## src/rtl/aes_round_sequencer.sv

```systemverilog
// Round-robin sequencer for the shared iterative AES encryption round datapath.
// Two requesters share one datapath; each block runs rounds 0..Nr and returns with its requester ID.
module aes_round_sequencer (
   input  logic         clk,
   input  logic         rst,
   input  logic [1:0]   req_valid,
   output logic [1:0]   req_ready,
   input  logic [127:0] req0_data,
   input  logic [127:0] req1_data,
   input  logic [1:0]   req0_ksel,
   input  logic [1:0]   req1_ksel,
   output logic [127:0] dp_state,
   output logic [3:0]   dp_round,
   output logic         dp_first,
   output logic         dp_last,
   input  logic [127:0] dp_result,
   output logic         key_sel,
   output logic [127:0] out_data,
   output logic         out_valid,
   output logic         out_id,
   output logic         out_err,
   output logic         busy
);

   // Handshake: requester i transfers on a rising edge where req_valid[i] & req_ready[i];
   // req_ready is combinational, one-hot, and only ever high in IDLE outside reset.
   typedef enum logic [1:0] {IDLE = 2'd0, RUN = 2'd1, ERR = 2'd2} state_t;

   state_t         state;
   state_t         state_nxt;
   logic           last_g;
   logic           key_sel_r;
   logic           grant_id;
   logic           accept;
   logic           round_done;
   logic [3:0]     round;
   logic [3:0]     nr;
   logic [3:0]     nr_sel;
   logic [127:0]   state_reg;
   logic [127:0]   grant_data;
   logic [1:0]     grant_ksel;

   // A lone requester always wins; on a tie the one not served last wins.
   always_comb begin
      grant_id = req_valid[1];
      if (req_valid == 2'b11) grant_id = ~last_g;
   end

   assign accept     = (state == IDLE) && !rst && (req_valid != 2'b00);
   assign grant_data = grant_id ? req1_data : req0_data;
   assign grant_ksel = grant_id ? req1_ksel : req0_ksel;
   assign round_done = (round == nr);

   always_comb begin
      case (grant_ksel)
         2'd0:    nr_sel = 4'd10;
         2'd1:    nr_sel = 4'd12;
         default: nr_sel = 4'd14;
      endcase
   end

   always_ff @(posedge clk) begin
      if (rst) state <= IDLE;
      else     state <= state_nxt;
   end

   always_comb begin
      state_nxt = state;
      case (state)
         IDLE:    if (accept) state_nxt = (grant_ksel == 2'd3) ? ERR : RUN;
         RUN:     if (round_done) state_nxt = IDLE;
         ERR:     state_nxt = IDLE;
         default: state_nxt = IDLE;
      endcase
   end

   always_comb begin
      req_ready = 2'b00;
      if (accept) req_ready = grant_id ? 2'b10 : 2'b01;
      busy     = (state != IDLE);
      dp_first = (state == RUN) && (round == 4'd0);
      dp_last  = (state == RUN) && round_done;
   end

   assign dp_state = state_reg;
   assign dp_round = round;
   assign key_sel  = key_sel_r;

   // Request inputs are sampled only on accept, so later changes cannot disturb a block in flight.
   always_ff @(posedge clk) begin
      if (rst) begin
         last_g    <= 1'b1;
         key_sel_r <= 1'b0;
         round     <= 4'd0;
         nr        <= 4'd10;
         state_reg <= 128'd0;
         out_data  <= 128'd0;
         out_valid <= 1'b0;
         out_id    <= 1'b0;
         out_err   <= 1'b0;
      end else begin
         out_valid <= 1'b0;
         case (state)
            IDLE: begin
               if (accept) begin
                  state_reg <= grant_data;
                  nr        <= nr_sel;
                  key_sel_r <= grant_id;
                  last_g    <= grant_id;
                  round     <= 4'd0;
               end
            end
            RUN: begin
               state_reg <= dp_result;
               round     <= round + 4'd1;
               if (round_done) begin
                  out_data  <= dp_result;
                  out_id    <= key_sel_r;
                  out_err   <= 1'b0;
                  out_valid <= 1'b1;
               end
            end
            ERR: begin
               out_data  <= 128'd0;
               out_id    <= key_sel_r;
               out_err   <= 1'b1;
               out_valid <= 1'b1;
            end
            default: ;
         endcase
      end
   end

endmodule

```

## config.mk

```make
export PLATFORM = sky130hd
export DESIGN_NAME = aes_round_sequencer
export DESIGN_NICKNAME = d
export VERILOG_FILES = /design/src/rtl/aes_round_sequencer.sv
export SDC_FILE = /design/constraint.sdc
export NUM_CORES = 1
export LEC_CHECK = 0
export CAP_MARGIN = 25
export CORE_AREA = 2 2 254 256
export DETAILED_ROUTE_END_ITERATION = 12
export DIE_AREA = 0 0 256 258
export SYNTH_ARGS = -nofsm -noshare
export SYNTH_HDL_FRONTEND = slang
export SYNTH_SLANG_ARGS = --single-unit
```

## constraint.sdc

```tcl
create_clock -name clk -period 3.38 [get_ports clk]
set_clock_uncertainty 0.2 [all_clocks]
set_input_delay 0.676 -clock clk [delete_from_list [all_inputs] [get_ports clk]]
set_output_delay 0.676 -clock clk [all_outputs]
set_load 0.05 [all_outputs]
```

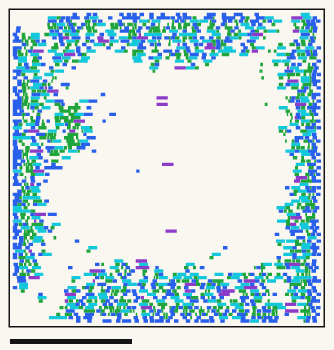
Fig. 1. Cell classes on the final placement (run 1).
Bar = 100 um.
- remaining buffers and delay cells: blue (cells 680; share of their area 37%)
- combinational and other logic: green (cells 842; share of their area 28%)
- clock drivers and dummy loads: purple (cells 56; share of their area 5.9%)
- sequential cells: cyan (cells 269; share of their area 29%)
final standard cell utilization of the core: 31.1%
total non-filler cell area in the finished layout: 19800 um2
Seq area share: 27.2%
placement row count: 93
area of the core region: 63600 um2

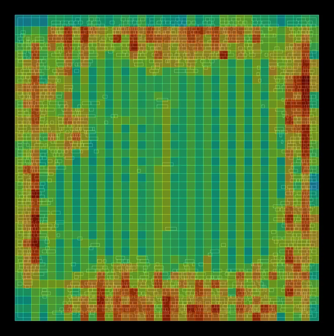
Fig. 2. Routing congestion (run 1).
met2 capacity usage during global routing: 25.9%
routed wire length per instance: 18.8 um
met3 routing resource usage after global routing: 3.87%

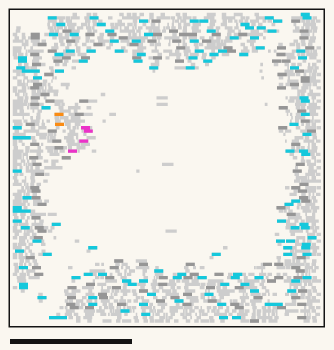
Fig. 3. Where the registers sit (run 1).
Bar = 100 um. Other sequential cells in the stronger grey, the rest of the logic in the fainter grey.
- dp_round: magenta (sequential cells 4; where left middle)
- out_data: cyan (sequential cells 128; where widely spread)
- state: orange (sequential cells 2)
- not coloured: 135
footprint of the flip-flops and latches: 5390 um2
power in sequential cells: 3.71 mW

==> results.tsv, run 1 <==
stage	metric	value	unit
die	die footprint	66000	um2
min_path	hold path cells	1	
cells_and_area	layout buffer count excluding clock buffers	680	
power_and_ir_drop	combinational-cell power consumption	3.85	mW
power_and_ir_drop	Final Total Pwr	11.2	mW
yosys	yosys warns	0	
setup_path	Critical R2R Launch	state[1]	
cells_and_area	FFs & Latches	269	
yosys	post-synth design cell area	11300	um2
setup_path	Slowest-stage cell, CP	clkdlybuf4s50_1	
final_timing	Min Hold Slack	262	ps
min_path	worst hold path type	reg -> reg	
yosys	cell count in the Yosys report	1228	
setup_path	family of cells with the greatest summed delay on the critical path	buffers and inverters	
power_and_ir_drop	power per unit of standard cell area	567	nW/um2
routing	residual antenna-violating net count after detailed routing	0	
global_route	pin count of the biggest net entering global routing	133	
yosys	syn nets	1625	
final_timing	setup_tns	0	ps
yosys	synthesized-area fraction occupied by xor and xnor cells	0.155	%
clock_network	Max H-tree Level	1	
yosys	Most used DFF post-synth	dfxtp_1	
yosys	top comb family, area	AND-OR/OR-AND gates	
final_timing	Worst Max-Slew Pin Slew	782	ps
setup_path	number of buffer and inverter instances along the worst setup path	3	
routing	1st-iter DRT viols	719	
power_and_ir_drop	worst vdd rail ir drop	0.000353	V
die	height of the chip	258	um
clock_network	hold-fix buffer count after cts	0	
final_timing	time the worst path needs with I/O delays and setup	3220	ps
yosys	EDFF count, synth	0	
cells_and_area	non-clk buf share	34.9	%
cells_and_area	proportion of cell area spent on the clock network	5.60	%
final_timing	number of pins with negative max-slew slack in the final report	0	
global_route	aggregate global-route resource usage	14.5	%
yosys	top cells by area, synth	dfxtp_1, a32o_1, a22o_1	
die	Starting Density	17.7	%
routing	drt drc	0	
min_path	launch instance of the worst min-delay path	dp_state[17]	
setup_path	peak per-stage delay on the critical path	850	ps
run_status	result of the run	complete, no violations	
cells_and_area	proportion of cell area occupied by multi-input gates	26.8	%
setup_path	cell count along the critical path	4	
setup_path	CP Data Required Time	2500	ps
final_timing	unrepaired setup endpoints after global routing	false	
final_timing	Final setup viols	0	
yosys	area fraction in compound gates after synthesis	22.9	%
==> run 2: changes to the inputs <==
Settings changed: SLEW_MARGIN set to 15.
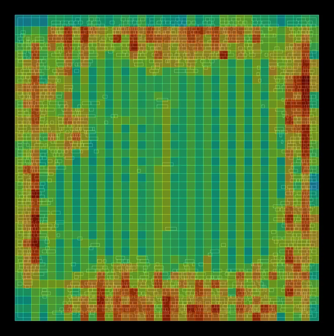
Fig. 4. Routing congestion (run 2).
aggregate global-route resource usage: 14.5%
routing layer with the top usage in global route: met2
met1 layer usage reported by global route: 17.0%

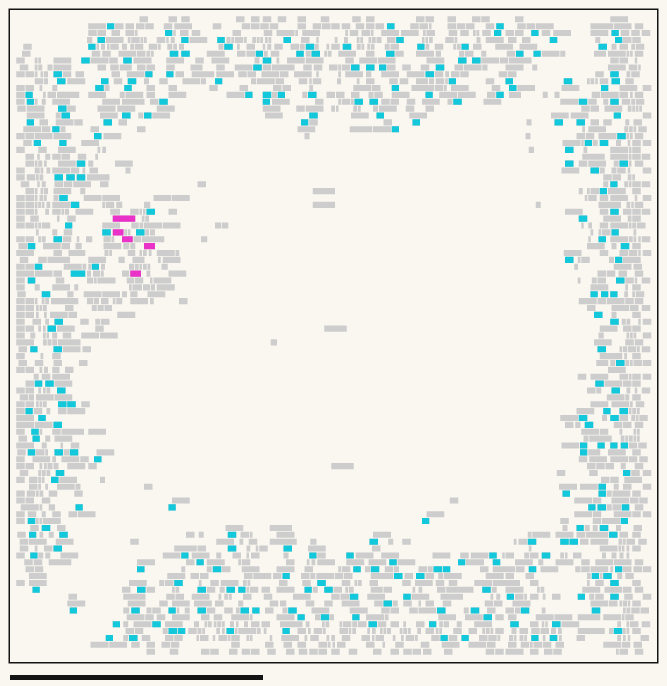
Fig. 5. Gate families picked out (run 2).
Bar = 100 um.
- fa/ha/maj cells: magenta (cells 5)
- non-inverting ao/oa cells: cyan (cells 261; where widely spread)
dominant logic cell type in the layout: clkdlybuf4s50_1
number of cells in the finished layout apart from fillers: 2702

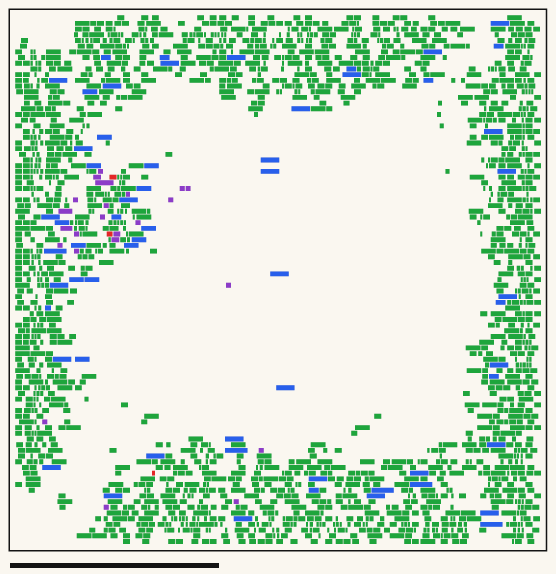
Fig. 6. Sizing map (run 2).
Bar = 100 um.
- _6 and larger: blue (cells 59; share 3.2%; most used clkbuf_16)
- _0 and _1 cells: green (cells 1762; share 95%; most used clkdlybuf4s50_1)
- _2 cells: red (cells 3; share 0.16%)
- _3 and _4 cells: purple (cells 23; share 1.2%; most used buf_4)
layout buffer count excluding clock buffers: 680
Final WS setup: 159 ps
synthesis-to-layout area growth: 75.8%

==> run 2 against run 1 <==
Effect of this change: clock power about the same; final area unchanged; cell count unchanged; via count unchanged; combinational power about the same; setup slack unchanged; maximum frequency unchanged; largest cell class unchanged.
==> results.tsv, run 2 <==
stage	metric	value	unit
run_status	result of the run	complete, no violations	
setup_path	Slowest-stage cell, CP	clkdlybuf4s50_1	
cells_and_area	final standard cell utilization of the core	31.1	%
power_and_ir_drop	worst vdd rail ir drop	0.000353	V
cells_and_area	FFs & Latches	269	
final_timing	Worst Max-Slew Pin Slew	782	ps
routing	routed wire length per instance	18.8	um
power_and_ir_drop	Final Total Pwr	11.2	mW
yosys	cell count in the Yosys report	1228	
setup_path	family of cells with the greatest summed delay on the critical path	buffers and inverters	
clock_network	Max H-tree Level	1	
global_route	met3 routing resource usage after global routing	3.87	%
global_route	met2 capacity usage during global routing	25.9	%
final_timing	number of pins with negative max-slew slack in the final report	0	
cells_and_area	proportion of cell area occupied by multi-input gates	26.8	%
cells_and_area	proportion of cell area spent on the clock network	5.60	%
final_timing	unrepaired setup endpoints after global routing	false	
min_path	worst hold path type	reg -> reg	
final_timing	time the worst path needs with I/O delays and setup	3220	ps
setup_path	CP Data Required Time	2500	ps
routing	1st-iter DRT viols	719	
setup_path	number of buffer and inverter instances along the worst setup path	3	
yosys	top comb family, area	AND-OR/OR-AND gates	
yosys	post-synth design cell area	11300	um2
Power and IR drop assume default switching activity.
